### src/rtl/data_frame_capture.sv
// Frame capture: collects STAGE valid multi-channel samples into a working buffer,
// then publishes the complete frame to data_q with a one-cycle frame_valid pulse.
//
// state     | meaning
// S_IDLE    | waiting for start; samples ignored
// S_CAPTURE | accepting valid samples into work buffer slot idx
module data_frame_capture #(
  parameter int STAGE  = 8,
  parameter int DWIDTH = 8,
  parameter int NCH    = 1,
  parameter int FCW    = 8
) (
  input  logic                          clk,
  input  logic                          rst,
  input  logic                          start,
  input  logic                          mode_cont,
  input  logic                          abort,
  input  logic                          in_valid,
  input  logic [NCH*DWIDTH-1:0]         data,
  output logic                          busy,
  output logic                          last_sample,
  output logic                          frame_valid,
  output logic [FCW-1:0]                frame_cnt,
  output logic [STAGE*NCH*DWIDTH-1:0]   data_q
);

  localparam int SW   = NCH * DWIDTH;
  localparam int FW   = STAGE * SW;
  localparam int IDXW = (STAGE > 1) ? $clog2(STAGE) : 1;
  localparam logic [IDXW-1:0] IDX_LAST = IDXW'(STAGE - 1);

  typedef enum logic {
    S_IDLE    = 1'b0,
    S_CAPTURE = 1'b1
  } state_t;

  state_t          state_q, state_d;
  logic [IDXW-1:0] idx_q, idx_d;
  logic            mode_q, mode_d;
  logic [FW-1:0]   work_q, work_d;
  logic [FW-1:0]   frame_q, frame_d;
  logic            fv_q, fv_d;
  logic [FCW-1:0]  cnt_q, cnt_d;

  always_ff @(posedge clk) begin
    if (rst) begin
      state_q <= S_IDLE;
      idx_q   <= '0;
      mode_q  <= 1'b0;
      work_q  <= '0;
      frame_q <= '0;
      fv_q    <= 1'b0;
      cnt_q   <= '0;
    end else begin
      state_q <= state_d;
      idx_q   <= idx_d;
      mode_q  <= mode_d;
      work_q  <= work_d;
      frame_q <= frame_d;
      fv_q    <= fv_d;
      cnt_q   <= cnt_d;
    end
  end

  always_comb begin
    state_d = state_q;
    idx_d   = idx_q;
    mode_d  = mode_q;
    work_d  = work_q;
    frame_d = frame_q;
    fv_d    = 1'b0;
    cnt_d   = cnt_q;

    case (state_q)
      S_IDLE: begin
        if (start && !abort) begin
          state_d = S_CAPTURE;
          idx_d   = '0;
          mode_d  = mode_cont;
        end
      end

      S_CAPTURE: begin
        if (abort) begin
          state_d = S_IDLE;
          idx_d   = '0;
        end else if (in_valid) begin
          for (int s = 0; s < STAGE; s++) begin
            if (idx_q == IDXW'(s)) work_d[s*SW +: SW] = data;
          end
          if (idx_q == IDX_LAST) begin
            // publish the frame including the sample written just above
            frame_d = work_d;
            fv_d    = 1'b1;
            cnt_d   = cnt_q + FCW'(1);
            idx_d   = '0;
            if (!mode_q) state_d = S_IDLE;
          end else begin
            idx_d = idx_q + IDXW'(1);
          end
        end
      end

      default: state_d = S_IDLE;
    endcase
  end

  assign busy        = (state_q == S_CAPTURE);
  assign last_sample = (state_q == S_CAPTURE) && (idx_q == IDX_LAST);
  assign frame_valid = fv_q;
  assign frame_cnt   = cnt_q;
  assign data_q      = frame_q;

endmodule
### config.mk
export PLATFORM = sky130hd
export DESIGN_NAME = data_frame_capture
export DESIGN_NICKNAME = d
export VERILOG_FILES = /design/src/rtl/data_frame_capture.sv
export SDC_FILE = /design/constraint.sdc
export NUM_CORES = 1
export LEC_CHECK = 0
export CORE_ASPECT_RATIO = 0.6
export CORE_MARGIN = 5
export CORE_UTILIZATION = 25
export CTS_CLUSTER_SIZE = 12
export DETAILED_ROUTE_END_ITERATION = 7
export PLACE_DENSITY_LB_ADDON = 0.12
export SETUP_SLACK_MARGIN = 0.05
export SYNTH_ARGS = -nofsm -noshare
export SYNTH_HDL_FRONTEND = slang
export SYNTH_SLANG_ARGS = --single-unit
### constraint.sdc
create_clock -name clk -period 2.8 [get_ports clk]
set_input_delay 0.28 -clock clk [delete_from_list [all_inputs] [get_ports clk]]
set_output_delay 0.28 -clock clk [all_outputs]
set_load 0.05 [all_outputs]
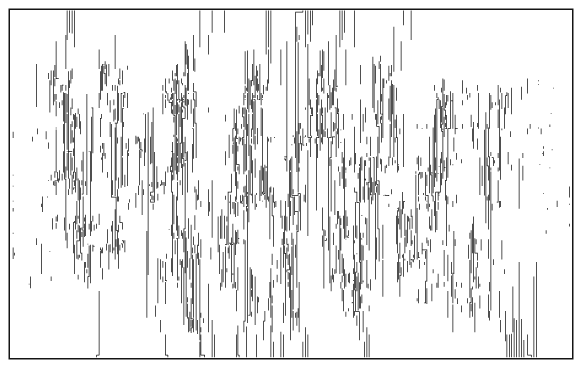
(images/m2.png)
- longest straight run: 60.9 µm
- wire length on this layer: 8430 µm
- main direction: vertical
GR Layer Usage met2: 22.3%
routed wire length: 18500 µm
detailed-route via count: 5368

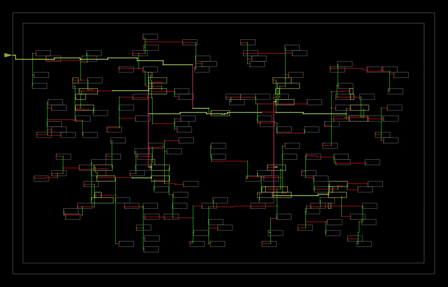
(images/clock_nets.png)
worst skew pair latency: 420 ps
Layout Skew: 6.98 ps
flop count: 142
CTS sink count: 142
clock group power: 2.28 mW

==> flow_summary.ini <==
; implementation run metrics
[place]
dpl.hpwl_um = 12200
io_buffers = 88
place_area_um2 = 7150
gp_congestion = 0.732

[clock_tree]
clock_path_buffers = 2

[hold_path]
hold_class = in -> reg

[synth]
synth-seq-cells = 142
yosys_warnings = 0
yosysSeqAreaShare_pct = 47.1

[floorplan]
die-area_um2 = 27400

[outcome]
status = completed

[critical_path]
crit_fanout = 12
crit_path_end_kind = flip-flop
critPathKind = reg -> reg
startpoint_type = flip-flop
r2r_slack_ps = 500

[grt]
grt_util_met3_pct = 4.01
track_usage_pct = 13.7
busiest_layer = met2
grt_pass1_vias = 5321

[layout]
fin_nets = 799
diodes = 0
final_layout_top_logic_cells = 142 x dfxtp_1, 110 x nand2_1, 86 x clkdlybuf4s50_1
final_cells = 1112

[detailed_routing]
wl_per_cell_um = 16.6
ant_nets = 0
drcViolationCount = 0

[timing]
slew_headroom_pct = 40.9
setup_viol = 0
worst_slew_pin_slew_ps = 886

[pwr]
peakVddDrop_v = 0.000398

[job]
drv_cap = 0
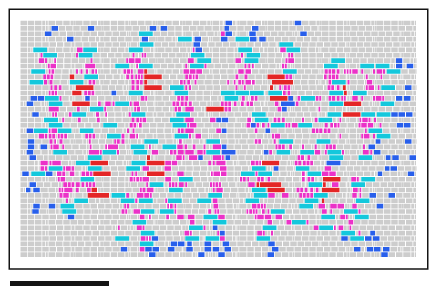
(images/class_map.png)
Bar = 50 µm. Fill, decap, tap and diode cells in grey.
- cyan: registers (cells 142)
- blue: remaining buffers and delay cells (cells 112)
- magenta: remaining logic cells (cells 504)
- red: clock drivers and dummy loads (cells 32)
Final Core Density: 32.3%
Placeable Area: 23900 µm²
row cnt: 44
final instance area: 7740 µm²

-- registers in the layout, summed over array words and instances (netlist names) --
signal       cells
busy             1
frame_cnt        8
work_q          64
frame_valid      1
mode_q           1
idx_q            3
data_q          64
-- how the worst min path moves through the flow --
stage	start	endpoint	slack (ps)	cells after the start
2_1_floorplan	mode_cont	mode_q	420	2
3_3_place_gp	work_q[61]	work_q[61]	440	2
3_5_place_dp	work_q[30]	work_q[30]	450	2
4_1_cts	rst	frame_cnt[0]	440	2
5_1_grt	work_q[26]	work_q[26]	470	2
6_report	rst	frame_cnt[0]	440	2
-- routing by layer --
layer	wire length, µm	share of wire [%]
met1	8740	47
met4	229	1.2
met2	8430	46
met3	1050	5.7
met5	0	0
-- critical path: stages (launching register included) --
cell and delay, ps:
dfxtp_1 410, ha_1 240, ha_1 290, nand4b_1 470, nor4_2 420, mux2_2 370
-- power by group --
group	total [mW]	leakage, nW	switching [mW]	internal [mW]
clock network	2.28	0.296	0.870	1.41
logic	0.157	0.918	0.113	0.0440
registers	2.03	1.14	0.00459	2.02
-- kinds of logic (layout without fill, tap and decap cells) --
kind of cell	count (synthesis)	count (layout)	synth area share (%)
xor+xnor	1	1	0.145
flops	142	142	47.1
buf+inv	91	151	6.66
simple gates	270	270	20.0
mux	26	26	4.34
fa+ha+maj	8	8	1.66
compound gates	192	192	20.0
-- metrics by stage --
step                      total power [mW]  setup WS (ps)
after floorplan                       2.16            822
after global placement                2.23            361
after detailed placement              2.23            330
after CTS                             4.53            493
after global routing                  4.64            337
final                                 4.47            501
-- cell usage after synthesis --
cell type / count
a211oi_1: 24
a21oi_1: 71
a311oi_1: 36
a311oi_2: 4
a32oi_1: 2
and2_1: 3
and3b_1: 1
and4b_1: 4
buf_1: 8
buf_2: 27
buf_4: 6
clkbuf_1: 40
clkbuf_2: 3
dfxtp_1: 142
ha_1: 8
inv_1: 7
mux2_2: 1
mux2i_1: 25
nand2_1: 110
nand2b_1: 2
nand3_1: 59
nand3b_1: 1
nand4_1: 1
nand4b_1: 6
nor2_1: 71
nor2b_1: 4
nor3_1: 1
nor4_2: 1
o21ai_0: 53
o31ai_1: 2
or3_1: 3
or3b_2: 1
or4_1: 2
xnor2_1: 1
-- layout make-up --
class / instances / area [µm²]
tap: 322 / 403
sequential: 142 / 2840
multi-input combinational: 497 / 2790
fill: 2453 / 16200
clock inverter: 13 / 146
clock buffer: 19 / 443
timing repair buffer: 112 / 1090
inverter: 7 / 26.3
Power and IR drop assume default switching activity.
